Power grid:
Bar = 50 um. Pins as bars on the die edge. Tap cells in gray.
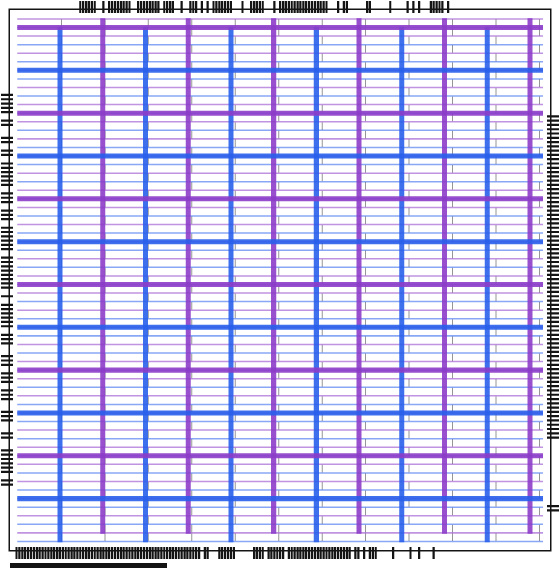
Wiring by layer:
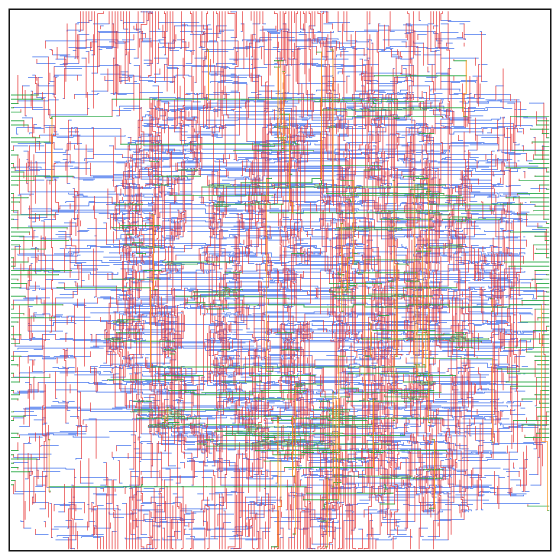
Congestion heat map:
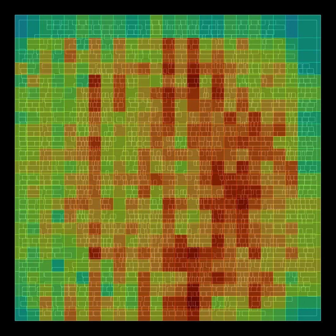
Cells colored by class:
Bar = 50 um.
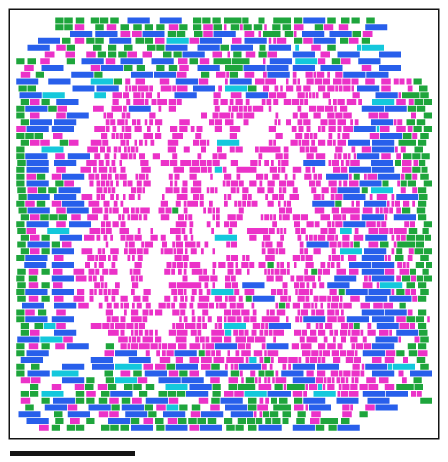
Routed clock nets over the placement:
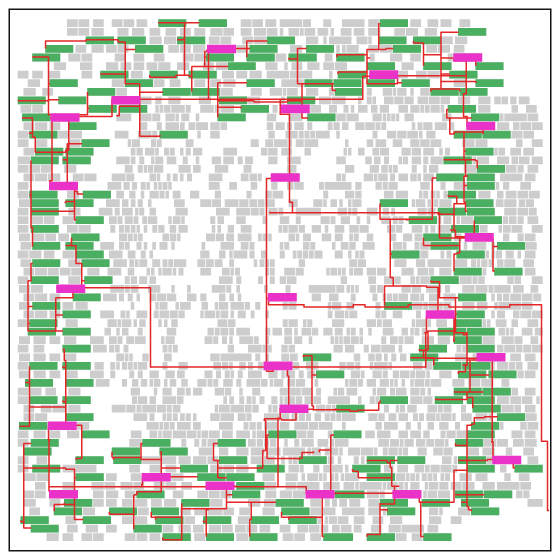
File: src/rtl/branch_ctrl.sv
// Branch/jump resolution in EX: resolves one control-transfer op, redirects and flushes on mispredict.
// Optional branch history table enabled by COTM32_BPRED_EN; accept N, done N+1, redirect N+2.
package branch_ctrl_pkg;
  localparam logic [2:0] BU_EQ  = 3'd0;
  localparam logic [2:0] BU_NE  = 3'd1;
  localparam logic [2:0] BU_LT  = 3'd2;
  localparam logic [2:0] BU_GE  = 3'd3;
  localparam logic [2:0] BU_LTU = 3'd4;
  localparam logic [2:0] BU_GEU = 3'd5;
endpackage

module branch_ctrl
  import branch_ctrl_pkg::*;
#(
  parameter int XLEN         = 32,
  parameter int BHT_ENTRIES  = 64,
  parameter int FLUSH_CYCLES = 2
) (
  input  logic            i_clk,
  input  logic            i_rst_n,
  input  logic            i_valid,
  output logic            o_ready,
  input  logic [1:0]      i_kind,
  input  logic [2:0]      i_op,
  input  logic [XLEN-1:0] i_pc,
  input  logic [XLEN-1:0] i_rs1,
  input  logic [XLEN-1:0] i_rs2,
  input  logic [XLEN-1:0] i_imm,
  input  logic            i_pred_taken,
  input  logic [XLEN-1:0] i_pred_target,
  output logic [XLEN-1:0] o_bu_a,
  output logic [XLEN-1:0] o_bu_b,
  output logic [2:0]      o_bu_op,
  input  logic            i_bu_take,
  input  logic            i_kill,
  output logic            o_done,
  output logic            o_redirect,
  output logic [XLEN-1:0] o_redirect_pc,
  output logic            o_flush,
  output logic            o_misalign,
  output logic [XLEN-1:0] o_bad_pc,
  input  logic [XLEN-1:0] i_if_pc,
  output logic            o_if_pred_taken
);

  localparam logic [1:0] K_BR   = 2'b00;
  localparam logic [1:0] K_JAL  = 2'b01;
  localparam logic [1:0] K_JALR = 2'b10;
  localparam int CW = $clog2(FLUSH_CYCLES + 1);

  typedef enum logic [1:0] {S_IDLE, S_EVAL, S_REDIR, S_FLUSH} state_t;

  state_t          state_q, state_d;
  logic [CW-1:0]   cnt_q, cnt_d;
  logic [XLEN-1:0] redir_pc_q, redir_pc_d;
  logic [XLEN-1:0] pc_q, rs1_q, rs2_q, imm_q, pred_target_q;
  logic [1:0]      kind_q;
  logic [2:0]      op_q;
  logic            pred_taken_q;
  logic            latch_en;
  logic            bht_we;

  logic            taken;
  logic            mis_tgt;
  logic            mispred;
  logic [XLEN-1:0] target, seq_pc, actual, predicted;

  always_comb begin
    taken = 1'b0;
    case (kind_q)
      K_BR:          taken = i_bu_take;
      K_JAL, K_JALR: taken = 1'b1;
      default:       taken = 1'b0;
    endcase
    target    = (kind_q == K_JALR) ? ((rs1_q + imm_q) & ~XLEN'(1)) : (pc_q + imm_q);
    seq_pc    = pc_q + XLEN'(4);
    actual    = taken ? target : seq_pc;
    predicted = pred_taken_q ? pred_target_q : seq_pc;
    mis_tgt   = taken && target[1];
    mispred   = (actual != predicted);
  end

  always_comb begin
    state_d    = state_q;
    cnt_d      = cnt_q;
    redir_pc_d = redir_pc_q;
    latch_en   = 1'b0;
    bht_we     = 1'b0;
    o_done     = 1'b0;
    o_misalign = 1'b0;
    case (state_q)
      S_IDLE: begin
        if (i_valid && !i_kill) begin
          latch_en = 1'b1;
          state_d  = S_EVAL;
        end
      end
      S_EVAL: begin
        if (i_kill) begin
          state_d = S_IDLE;
        end else begin
          o_done = 1'b1;
          // A misaligned taken target traps, so it must not train the predictor.
          bht_we = (kind_q == K_BR) && !mis_tgt;
          if (mis_tgt) begin
            o_misalign = 1'b1;
            state_d    = S_IDLE;
          end else if (mispred) begin
            redir_pc_d = actual;
            state_d    = S_REDIR;
          end else begin
            state_d = S_IDLE;
          end
        end
      end
      S_REDIR: begin
        if (i_kill || FLUSH_CYCLES <= 1) begin
          state_d = S_IDLE;
        end else begin
          cnt_d   = CW'(FLUSH_CYCLES - 1);
          state_d = S_FLUSH;
        end
      end
      S_FLUSH: begin
        if (i_kill || cnt_q <= CW'(1)) begin
          state_d = S_IDLE;
        end else begin
          cnt_d = cnt_q - CW'(1);
        end
      end
      default: state_d = S_IDLE;
    endcase
  end

  always_ff @(posedge i_clk or negedge i_rst_n) begin
    if (!i_rst_n) begin
      state_q    <= S_IDLE;
      cnt_q      <= '0;
      redir_pc_q <= '0;
    end else begin
      state_q    <= state_d;
      cnt_q      <= cnt_d;
      redir_pc_q <= redir_pc_d;
    end
  end

  always_ff @(posedge i_clk or negedge i_rst_n) begin
    if (!i_rst_n) begin
      pc_q          <= '0;
      rs1_q         <= '0;
      rs2_q         <= '0;
      imm_q         <= '0;
      kind_q        <= 2'b11;
      op_q          <= BU_EQ;
      pred_taken_q  <= 1'b0;
      pred_target_q <= '0;
    end else if (latch_en) begin
      pc_q          <= i_pc;
      rs1_q         <= i_rs1;
      rs2_q         <= i_rs2;
      imm_q         <= i_imm;
      kind_q        <= i_kind;
      op_q          <= i_op;
      pred_taken_q  <= i_pred_taken;
      pred_target_q <= i_pred_target;
    end
  end

  assign o_ready       = (state_q == S_IDLE);
  assign o_redirect    = (state_q == S_REDIR) && !i_kill;
  assign o_redirect_pc = o_redirect ? redir_pc_q : '0;
  assign o_flush       = (state_q == S_REDIR) || (state_q == S_FLUSH);
  assign o_bad_pc      = o_misalign ? target : '0;
  assign o_bu_a        = rs1_q;
  assign o_bu_b        = rs2_q;
  assign o_bu_op       = op_q;

`ifdef COTM32_BPRED_EN
  localparam int IW = $clog2(BHT_ENTRIES);

  logic [1:0]    bht_q [BHT_ENTRIES];
  logic [IW-1:0] upd_idx, rd_idx;

  assign upd_idx = pc_q[IW+1:2];
  assign rd_idx  = i_if_pc[IW+1:2];

  always_ff @(posedge i_clk or negedge i_rst_n) begin
    if (!i_rst_n) begin
      for (int i = 0; i < BHT_ENTRIES; i++) bht_q[i] <= 2'b01;
    end else if (bht_we) begin
      if (taken && bht_q[upd_idx] != 2'b11) bht_q[upd_idx] <= bht_q[upd_idx] + 2'd1;
      else if (!taken && bht_q[upd_idx] != 2'b00) bht_q[upd_idx] <= bht_q[upd_idx] - 2'd1;
    end
  end

  // Read before the clocked update, so a same-cycle write shows the old counter.
  assign o_if_pred_taken = bht_q[rd_idx][1];
`else
  assign o_if_pred_taken = 1'b0;
`endif

  logic unused_ok;
  assign unused_ok = ^{i_if_pc, bht_we, (BHT_ENTRIES > 1)};

endmodule

File: config.mk
export PLATFORM = sky130hd
export DESIGN_NAME = branch_ctrl
export DESIGN_NICKNAME = d
export VERILOG_FILES = /design/src/rtl/branch_ctrl.sv
export SDC_FILE = /design/constraint.sdc
export NUM_CORES = 1
export LEC_CHECK = 0
export ABC_AREA = 0
export ABC_CLOCK_PERIOD_IN_PS = 6200
export CAP_MARGIN = 5
export CORE_MARGIN = 2
export CORE_UTILIZATION = 52
export CTS_CLUSTER_SIZE = 30
export DETAILED_ROUTE_END_ITERATION = 8
export PLACE_DENSITY = 0.81
export SYNTH_ARGS = -nofsm -noshare
export SYNTH_HDL_FRONTEND = slang
export SYNTH_SLANG_ARGS = --single-unit
File: constraint.sdc
create_clock -name i_clk -period 6.2 [get_ports i_clk]
set_input_delay 1.55 -clock i_clk [delete_from_list [all_inputs] [get_ports i_clk]]
set_output_delay 1.55 -clock i_clk [all_outputs]
set_load 0.03 [all_outputs]
==> impl_metrics.tcl <==
# place-and-route summary
set metrics [dict create \
    final_hold_viol_count 0 \
    fp_util_pct 52.6 \
    grt_overflow 0 \
    crit_fanout 11 \
    power_clock_w 0.00135 \
    pwr-share-comb_pct 68.4 \
    min_from "redir_pc_q[13]$_DFFE_PN0P_" \
    power.density_nw_per_um2 661 \
    final.min_clock_period_ns 5.92 \
    clockRootBuffer "clkbuf_16" \
    worst_pin_slew_ns 1.08 \
    dominantRegCellSynth "dfrtp_1" \
    leakagePower_nw 7.70 \
    chipArea_um2 29400 \
    top_area_share_pct 34.3 \
    outcome "finished clean" \
    hold-path-endpoint "redir_pc_q[13]$_DFFE_PN0P_" \
    rsz0062_at_grt "no" \
    cts-buffers-inserted 23 \
    routed_wl_um 44500 \
    yosys_area_um2 14600 \
    final_cells 2203 \
    switchingPower_w 0.00626 \
    synth_area_um2 14600 \
    cap_violations 0 \
]
## Picture notes: 'power grid'
- purple: VDD
- blue: VSS
- tap cells: 378
- met1 rails: 62
- rows: 61
- signal pins: 340
- met5 straps: 12
core area: 27700 um^2
Die W: 171 um
IR drop worst, VDD: 0.326 mV
vertical die size: 171 um

## Picture notes: 'wiring by layer'
- blue: metal 1 (wire length 19200 um)
- green: metal 3 (wire length 3670 um)
- orange: metal 4 (wire length 1200 um)
- red: metal 2 (wire length 20.5 mm)

## Picture notes: 'congestion heat map'
global-route usage over all layers: 29.9%
wire per inst: 20.2 um
busiest grt layer: met2
final core occ: 67.8%
global routing usage on met2: 48.6%

## Picture notes: 'cells colored by class'
- cyan: clock drivers and dummy loads (cells 37; share of their area 4.0%)
- blue: flops (cells 202; share of their area 28%)
- magenta: combinational and other logic (cells 1263; share of their area 50%)
- green: other buffers and delay cells (cells 323; share of their area 18%)
row count: 61
fin area: 18800 um^2
fraction of area in registers: 26.9%

## Picture notes: 'routed clock nets over the placement'
- magenta: clock drivers (count 23)
- green: flip-flops (count 202)
- red: clock wires (length 2740 um)
- routed clock nets: 24

==> logic make-up after synthesis <==
logic type	share of synthesized area, %
AOI/OAI and AO/OA	15.9
xor gates and xnor gates	7.81
adders and majority gates	5.94
buffers and inverters	2.84
DFF	34.7
muxes	16.5
other	0.0257
and+or+nand+nor	16.3
==> cell type report <==
cell class                 count  area (um^2)
multi-input combinational   1235         9120
fill                        2201         8920
sequential                   202         5060
timing repair buffer         323         3290
clock buffer                  28          634
tap                          378          473
clock inverter                 9          105
inverter                      28          105
==> worst max-delay path, stage by stage (launching register included) <==
cell      delay, ns
dfrtp_1        0.44
ha_1           0.43
a21oi_1        0.35
o21ai_0        0.21
a22o_1         0.30
or2_2          0.33
a21boi_0       0.55
o21ai_0        0.23
xor2_1         0.20
mux2i_1        0.47
nor2_1         0.16
buf_12         0.18
==> metal layers <==
metal	routed length, um	track usage, %	vias to the layer above
li1	-	-	6184
met1	19200	41.1	6432
met2	20500	48.6	604
met3	3670	5.22	89
met4	1200	8.62	0
met5	0	0	-
==> registers in the layout (all words and copies together), names as in the netlist, 3 cells and up <==
| register | count |
|---|---|
| o_bu_op | 3 |
| pred_target_q | 32 |
| redir_pc_q | 32 |
| o_bu_a | 32 |
| o_bu_b | 32 |
| imm_q | 32 |
| pc_q | 32 |
==> how the worst max path moves through the flow <==
stage,slack (ns),end,cells after the start,startpoint
after floorplan,1.14,o_bad_pc[17],5,i_kill
after global placement,0.61,redir_pc_q[0]$_DFFE_PN0P_,13,i_bu_take
after detailed placement,0.54,redir_pc_q[0]$_DFFE_PN0P_,13,i_bu_take
after CTS,0.39,o_bad_pc[26],14,pc_q[0]$_DFFE_PN0P_
after global routing,0.07,o_bad_pc[26],11,imm_q[1]$_DFFE_PN0P_
final,0.28,o_bad_pc[25],11,imm_q[10]$_DFFE_PN0P_
Power figures rest on the tool's default switching activity, not on a simulated workload.
